Figure 1. A small window of the routed layout (run 1).
Window x 53 to 78, y 37 to 62 um. Cells in grey, sequential cells in the stronger grey; small squares are vias.
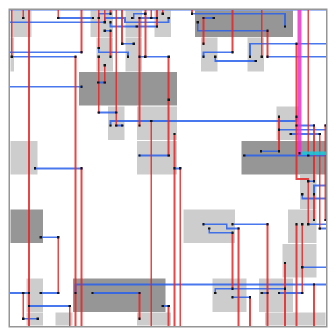
Figure 2. Pin map (run 1).
(3 px per um) Pins as bars across the die edge, other pins in grey.
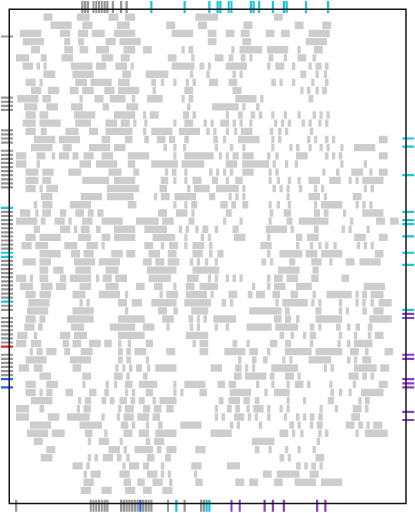
Figure 3. Logic cells by family (run 1).
(1.5 px per um)
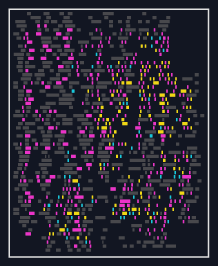
--- config.mk ---
export PLATFORM = sky130hd
export DESIGN_NAME = audio_fifo_write_ctrl
export DESIGN_NICKNAME = d
export VERILOG_FILES = /design/src/rtl/audio_fifo_write_ctrl.sv
export SDC_FILE = /design/constraint.sdc
export NUM_CORES = 1
export LEC_CHECK = 0
export ABC_AREA = 1
export CAP_MARGIN = 15
export CELL_PAD_IN_SITES_DETAIL_PLACEMENT = 1
export CELL_PAD_IN_SITES_GLOBAL_PLACEMENT = 2
export CORE_ASPECT_RATIO = 1.25
export CORE_MARGIN = 1
export CORE_UTILIZATION = 21
export DETAILED_ROUTE_END_ITERATION = 16
export GPL_TIMING_DRIVEN = 0
export PLACE_DENSITY_LB_ADDON = 0.1
export SYNTH_ARGS = -nofsm -noshare
export SYNTH_HDL_FRONTEND = slang
export SYNTH_SLANG_ARGS = --single-unit
--- constraint.sdc ---
create_clock -name clk_clk -period 1.6 [get_ports clk_clk]
set_input_delay 0.16 -clock clk_clk [delete_from_list [all_inputs] [get_ports clk_clk]]
set_output_delay 0.16 -clock clk_clk [all_outputs]
set_load 0.03 [all_outputs]
--- src/rtl/audio_fifo_write_ctrl.sv ---
// audio2fifo write sequencer: source handshake -> registered FIFO write, watermark hysteresis,
// pause/stop/drain. Optional drain timeout enabled by defining AUDIO_FIFO_CTRL_DRAIN_TIMEOUT_EN.
module audio_fifo_write_ctrl #(
  parameter int          DATA_W        = 32,
  parameter int          USED_W        = 12,
  parameter int          HIGH_WATER    = 3584,
  parameter int          LOW_WATER     = 1024,
  parameter int unsigned DRAIN_TIMEOUT = 65536
) (
  input  logic              clk_clk,
  input  logic              reset_reset_n,
  input  logic              cfg_start,
  input  logic              cfg_pause,
  input  logic              cfg_stop,
  input  logic [DATA_W-1:0] src_data,
  input  logic              src_valid,
  output logic              src_ready,
  input  logic              fifo_full,
  input  logic              fifo_empty,
  input  logic [USED_W-1:0] fifo_used,
  output logic              fifo_wrreq,
  output logic [DATA_W-1:0] fifo_data,
  output logic              out_pause,
  output logic              out_stop,
  output logic              refill_irq,
  output logic [2:0]        state_o,
  output logic [31:0]       words_written,
  output logic [15:0]       underrun_cnt,
  output logic              drain_timeout
);

  typedef enum logic [2:0] {
    IDLE  = 3'd0,
    FILL  = 3'd1,
    HOLD  = 3'd2,
    PAUSE = 3'd3,
    DRAIN = 3'd4
  } state_t;

  // Watermarks must satisfy LOW < HIGH <= 2^USED_W-1; HIGH >= 2 keeps the ready margin non-negative.
  if (!(LOW_WATER < HIGH_WATER && HIGH_WATER >= 2 && HIGH_WATER <= (1 << USED_W) - 1 &&
        DRAIN_TIMEOUT >= 1)) begin : g_bad_param
    $error("audio_fifo_write_ctrl: illegal watermark/timeout parameters");
  end

  localparam logic [USED_W-1:0] HI_LVL  = USED_W'(HIGH_WATER);
  localparam logic [USED_W-1:0] LO_LVL  = USED_W'(LOW_WATER);
  localparam logic [USED_W-1:0] RDY_LVL = USED_W'(HIGH_WATER - 2);

  state_t state, state_nxt;
  logic   xfer, start_ok, refill_nxt, to_hit;
  logic   armed, empty_q, underrun_evt;

  // Ready stays low during reset so the source never hands over a sample the reset would discard.
  assign src_ready = reset_reset_n && (state == FILL) && !fifo_full &&
                     (fifo_used < RDY_LVL) && !cfg_pause && !cfg_stop;
  assign xfer      = src_valid && src_ready;
  assign start_ok  = (state == IDLE) && cfg_start && !cfg_stop;

  assign underrun_evt = armed && fifo_empty && !empty_q && ((state == FILL) || (state == HOLD));

  always_comb begin
    state_nxt  = state;
    refill_nxt = 1'b0;
    case (state)
      IDLE:  if (start_ok) state_nxt = FILL;
      FILL: begin
        if (cfg_stop)                 state_nxt = DRAIN;
        else if (cfg_pause)           state_nxt = PAUSE;
        else if (fifo_used >= HI_LVL) state_nxt = HOLD;
      end
      HOLD: begin
        if (cfg_stop)                state_nxt = DRAIN;
        else if (cfg_pause)          state_nxt = PAUSE;
        else if (fifo_used < LO_LVL) begin
          state_nxt  = FILL;
          refill_nxt = 1'b1;
        end
      end
      PAUSE: begin
        if (cfg_stop)        state_nxt = DRAIN;
        else if (!cfg_pause) state_nxt = FILL;
      end
      DRAIN: if (fifo_empty || to_hit) state_nxt = IDLE;
      default: state_nxt = IDLE;
    endcase
  end

`ifdef AUDIO_FIFO_CTRL_DRAIN_TIMEOUT_EN
  logic [31:0] drain_cnt;
  logic        drain_to_q;

  assign to_hit        = (state == DRAIN) && !fifo_empty && (drain_cnt == 32'(DRAIN_TIMEOUT - 1));
  assign drain_timeout = drain_to_q;

  // Held at zero outside DRAIN, so every DRAIN entry starts a fresh count.
  always_ff @(posedge clk_clk) begin
    if (!reset_reset_n) begin
      drain_cnt  <= '0;
      drain_to_q <= 1'b0;
    end else begin
      if (state != DRAIN)   drain_cnt <= '0;
      else if (!fifo_empty) drain_cnt <= drain_cnt + 32'd1;
      if (start_ok)         drain_to_q <= 1'b0;
      else if (to_hit)      drain_to_q <= 1'b1;
    end
  end
`else
  assign to_hit        = 1'b0;
  assign drain_timeout = 1'b0;
`endif

  always_ff @(posedge clk_clk) begin
    if (!reset_reset_n) begin
      state         <= IDLE;
      fifo_wrreq    <= 1'b0;
      fifo_data     <= '0;
      refill_irq    <= 1'b0;
      words_written <= '0;
      underrun_cnt  <= '0;
      armed         <= 1'b0;
      empty_q       <= 1'b1;
    end else begin
      state      <= state_nxt;
      fifo_wrreq <= xfer;
      refill_irq <= refill_nxt;
      empty_q    <= fifo_empty;
      if (xfer) fifo_data <= src_data;
      if (start_ok) begin
        words_written <= '0;
        underrun_cnt  <= '0;
        armed         <= 1'b0;
      end else begin
        if (xfer) begin
          words_written <= words_written + 32'd1;
          armed         <= 1'b1;
        end
        if (underrun_evt && (underrun_cnt != 16'hFFFF)) underrun_cnt <= underrun_cnt + 16'd1;
      end
    end
  end

  assign out_pause = (state == PAUSE);
  assign out_stop  = (state == IDLE);
  assign state_o   = state;

endmodule
==> impl_metrics.tcl, run 1 <==
# metrics dict for downstream scripts
set metrics [dict create \
    seq_share 0.2242 \
    violations "setup timing" \
    critPathMaxStageDelay_ns 0.46 \
    p_clk_mw 2.40 \
    grt_util_met2 0.3134 \
    yosys.area.top_type_share 0.3940 \
    top_logic_kind "simple AND/OR/NAND/NOR gates" \
    hp-class "in -> reg" \
    maxCapViolations 0 \
    worstPathMaxFanout 8 \
    seq_power_mw 2.23 \
    io_pins 141 \
    inv_count 51 \
    antenna_cells 0 \
    ant_nets 0 \
    setup_viol 45 \
    adder_share 0.005661 \
    fin_ws_ns -0.1221 \
    clock_power_share 0.422 \
    cp.depth 11 \
    status "finished, violations left" \
    pwr-share-comb 0.185 \
    ff_count 87 \
    worstPathCellList "clkdlybuf4s50_1 -> nor2_4 -> nand3b_1 -> nor2_2 -> buf_4 -> nand3_4 -> buf_12 -> buf_16 -> clkbuf_16 -> nand2_2 -> a21oi_1" \
    tool_warnings 30 \
    syn_inst 708 \
    synthDistinctLibCells 28 \
    p_sw_frac 0.2871 \
]
Notes on Figure 1 above:
legend:
  metal 2:
    colour: red
  metal 1:
    colour: blue
  metal 4:
    colour: magenta
  metal 3:
    colour: cyan
cells with their middle in the window: 23
most frequent: nand2_1 (5)
sequential cells in the window: 4
netlist names of flops here include: words_written (2)

Notes on Figure 2 above:
legend:
  out_stop:
    colour: red
    pins: 1
    direction: output
    edge: left
  words_written:
    colour: cyan
    pins: 32
    direction: output
    edge: 15 top, 10 right, 4 left, 3 bottom
  underrun_cnt:
    colour: purple
    pins: 16
    direction: output
    edge: 9 right, 7 bottom
  state_o:
    colour: blue
    pins: 3
    direction: output
    edge: 2 left, 1 bottom
all pins by edge: 61 left, 34 bottom, 27 top, 19 right
vertical die size: 164.2 um
Port Buffers: 138
die width: 131.8 um

Notes on Figure 3 above:
legend:
  inverters:
    colour: cyan
    cells: 51
  NOR gates:
    colour: yellow
    cells: 120
  NAND gates:
    colour: magenta
    cells: 323
    where: all over the die
logic share of the area: 0.3976
most instantiated logic cell after routing: nand2_1
Layout Cells excl Fill: 1174

Figure 4. Routing congestion (run 1).
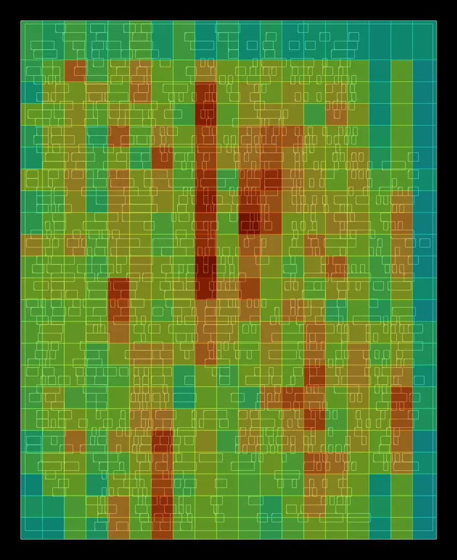

==> run 2: changes to the inputs <==
Settings changed: CORE_UTILIZATION 21 to 24.
Clock period 1.6 ns to 1.9 ns, I/O delays scaled along.
Figure 5. Routing congestion (run 2).
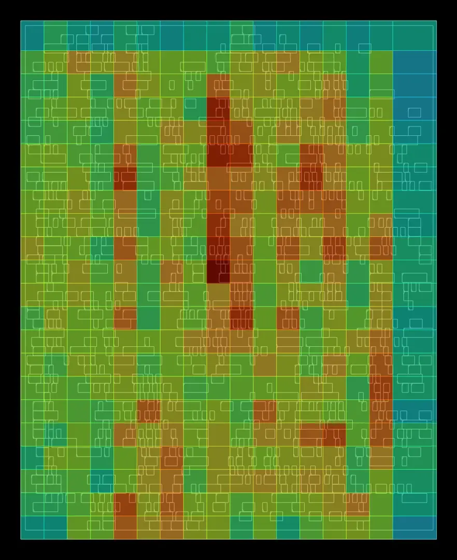
GRT Resource Usage Total: 0.1813
M3 GR Usage: 0.04859
GRT Max-Usage Layer: met2
Wirelength per Cell: 14.92 um

==> impl_metrics.tcl, run 2 <==
# metrics dict for downstream scripts
set metrics [dict create \
    status "finished, final reports clean" \
    io_pins 141 \
    ff_count 87 \
    adder_share 0.005661 \
    tool_warnings 28 \
    sh_comb_area 0.3695 \
    clock_power_share 0.443 \
    setup_viol 0 \
    nClkBuffers 9 \
    maxCapViolations 0 \
    cp.depth 4 \
    nets 914 \
    p_clk_mw 1.98 \
    ant_nets 0 \
    grt_util_met2 0.3280 \
    hp-class "in -> reg" \
    worstPathCellList "inv_1 -> nand2_1 -> nor2_2 -> dlygate4sd2_1" \
    critPathMaxStageDelay_ns 0.45 \
    final_cells 1093 \
    p_sw_frac 0.2744 \
    syn_inst 708 \
    pwr-share-comb 0.138 \
    seq_share 0.2690 \
    tns_ns 0 \
    yosys.area.top_type_share 0.3940 \
    worstPathMaxFanout 6 \
    inv_count 51 \
    fin_ws_ns 0.1472 \
    io_buffer_count 138 \
    antenna_cells 0 \
]
Figure 6. A small window of the routed layout (run 2).
Window x 49 to 74, y 34 to 59 um. Cells in grey, sequential cells in the stronger grey; small squares are vias.
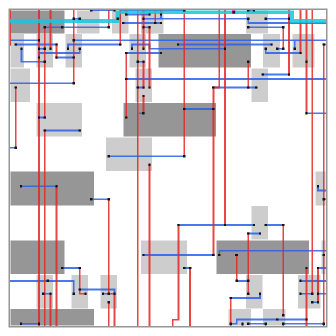
legend:
  metal 2:
    colour: red
  metal 3:
    colour: cyan
  metal 1:
    colour: blue
  metal 4:
    colour: magenta
cells with their middle in the window: 31
most frequent: dfxtp_1 (7), nand2_1 (6), nor2_1 (4)
sequential cells in the window: 7
netlist names of flops here include: words_written (3)

Figure 7. Logic cells by family (run 2).
(2 px per um)
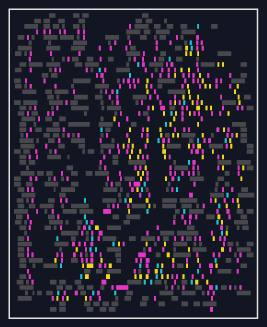

==> run 3: changes to the inputs <==
Settings changed: ABC_AREA 1 to not set, PLACE_DENSITY set to 0.9, PLACE_DENSITY_LB_ADDON 0.1 to not set.
Figure 8. Logic cells by family (run 3).
(2 px per um)
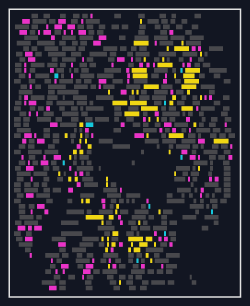
legend:
  inverters:
    colour: cyan
    cells: 10
  NAND gates:
    colour: magenta
    cells: 134
    where: all over the die
  NOR gates:
    colour: yellow
    cells: 78
Layout Cells excl Fill: 872
logic share of the area: 0.3850
most instantiated logic cell after routing: clkdlybuf4s50_1

==> impl_metrics.tcl, run 3 <==
# metrics dict for downstream scripts
set metrics [dict create \
    status "finished, violations left" \
    violations "setup timing" \
    tns_ns -17.37 \
    p_clk_mw 1.94 \
    nClkBuffers 9 \
    yosys.area.top_type_share 0.4558 \
    nets 709 \
    clock_power_share 0.479 \
    cp-endpoint "words_written[11]$_SDFFE_PP0P_" \
    fp_nets 528 \
    antenna_cells 0 \
    ant_nets 0 \
    setup_viol 69 \
    pwr-share-comb 0.070 \
    ys_seq_share 0.4558 \
    critPathMaxStageDelay_ns 0.51 \
    syn_inst 474 \
    tool_warnings 30 \
    seq_share 0.2464 \
    fin_ws_ns -0.5099 \
    io_pins 141 \
    inv_count 10 \
    io_buffer_count 138 \
    maxCapViolations 0 \
    path_class "reg -> reg" \
    busiest_layer "met2" \
    p_sw_frac 0.2310 \
    grt_antenna_before_repair 0 \
    worstPathMaxFanout 4 \
    r2r_end "words_written[11]$_SDFFE_PP0P_" \
    crit_path_start_kind "register" \
    cp.depth 6 \
    ff_count 87 \
    met1_usage 0.1916 \
    hp-class "in -> reg" \
]
Figure 9. Routing congestion (run 3).
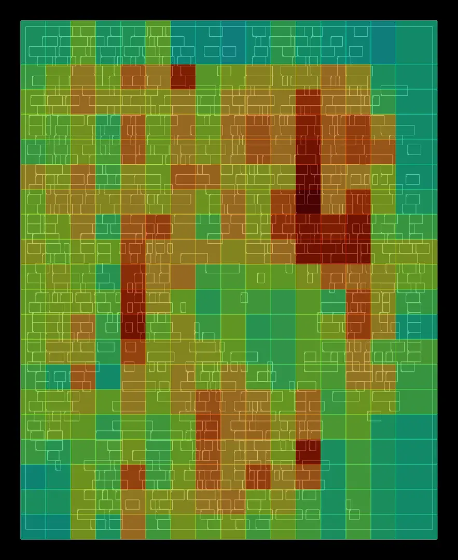
met2 usage: 0.3393
Wirelength per Cell: 17.79 um
M3 GR Usage: 0.04966
final core occ: 0.4621
GRT Resource Usage Total: 0.1855


==> screenshots <==
Sequential cells grouped by signal name.
(2 px per um) Other sequential cells in the stronger grey, the rest of the logic in the fainter grey.
shot_01.png
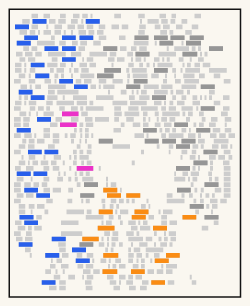
shot_02.png
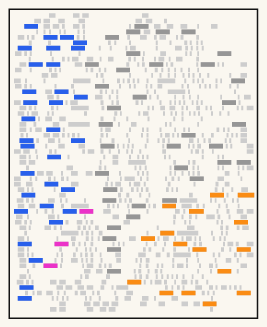
| picture | from |
|---|---|
| shot_02.png | run 2 |
| shot_01.png | run 3 |
- largest die: shot_02.png

Key to shot_02.png:
legend:
  fifo_data:
    colour: blue
    sequential_cells: 32
    where: a vertical strip on the left
  underrun_cnt:
    colour: orange
    sequential_cells: 16
  state_o:
    colour: magenta
    sequential_cells: 3

Power figures rest on the tool's default switching activity, not on a simulated workload.
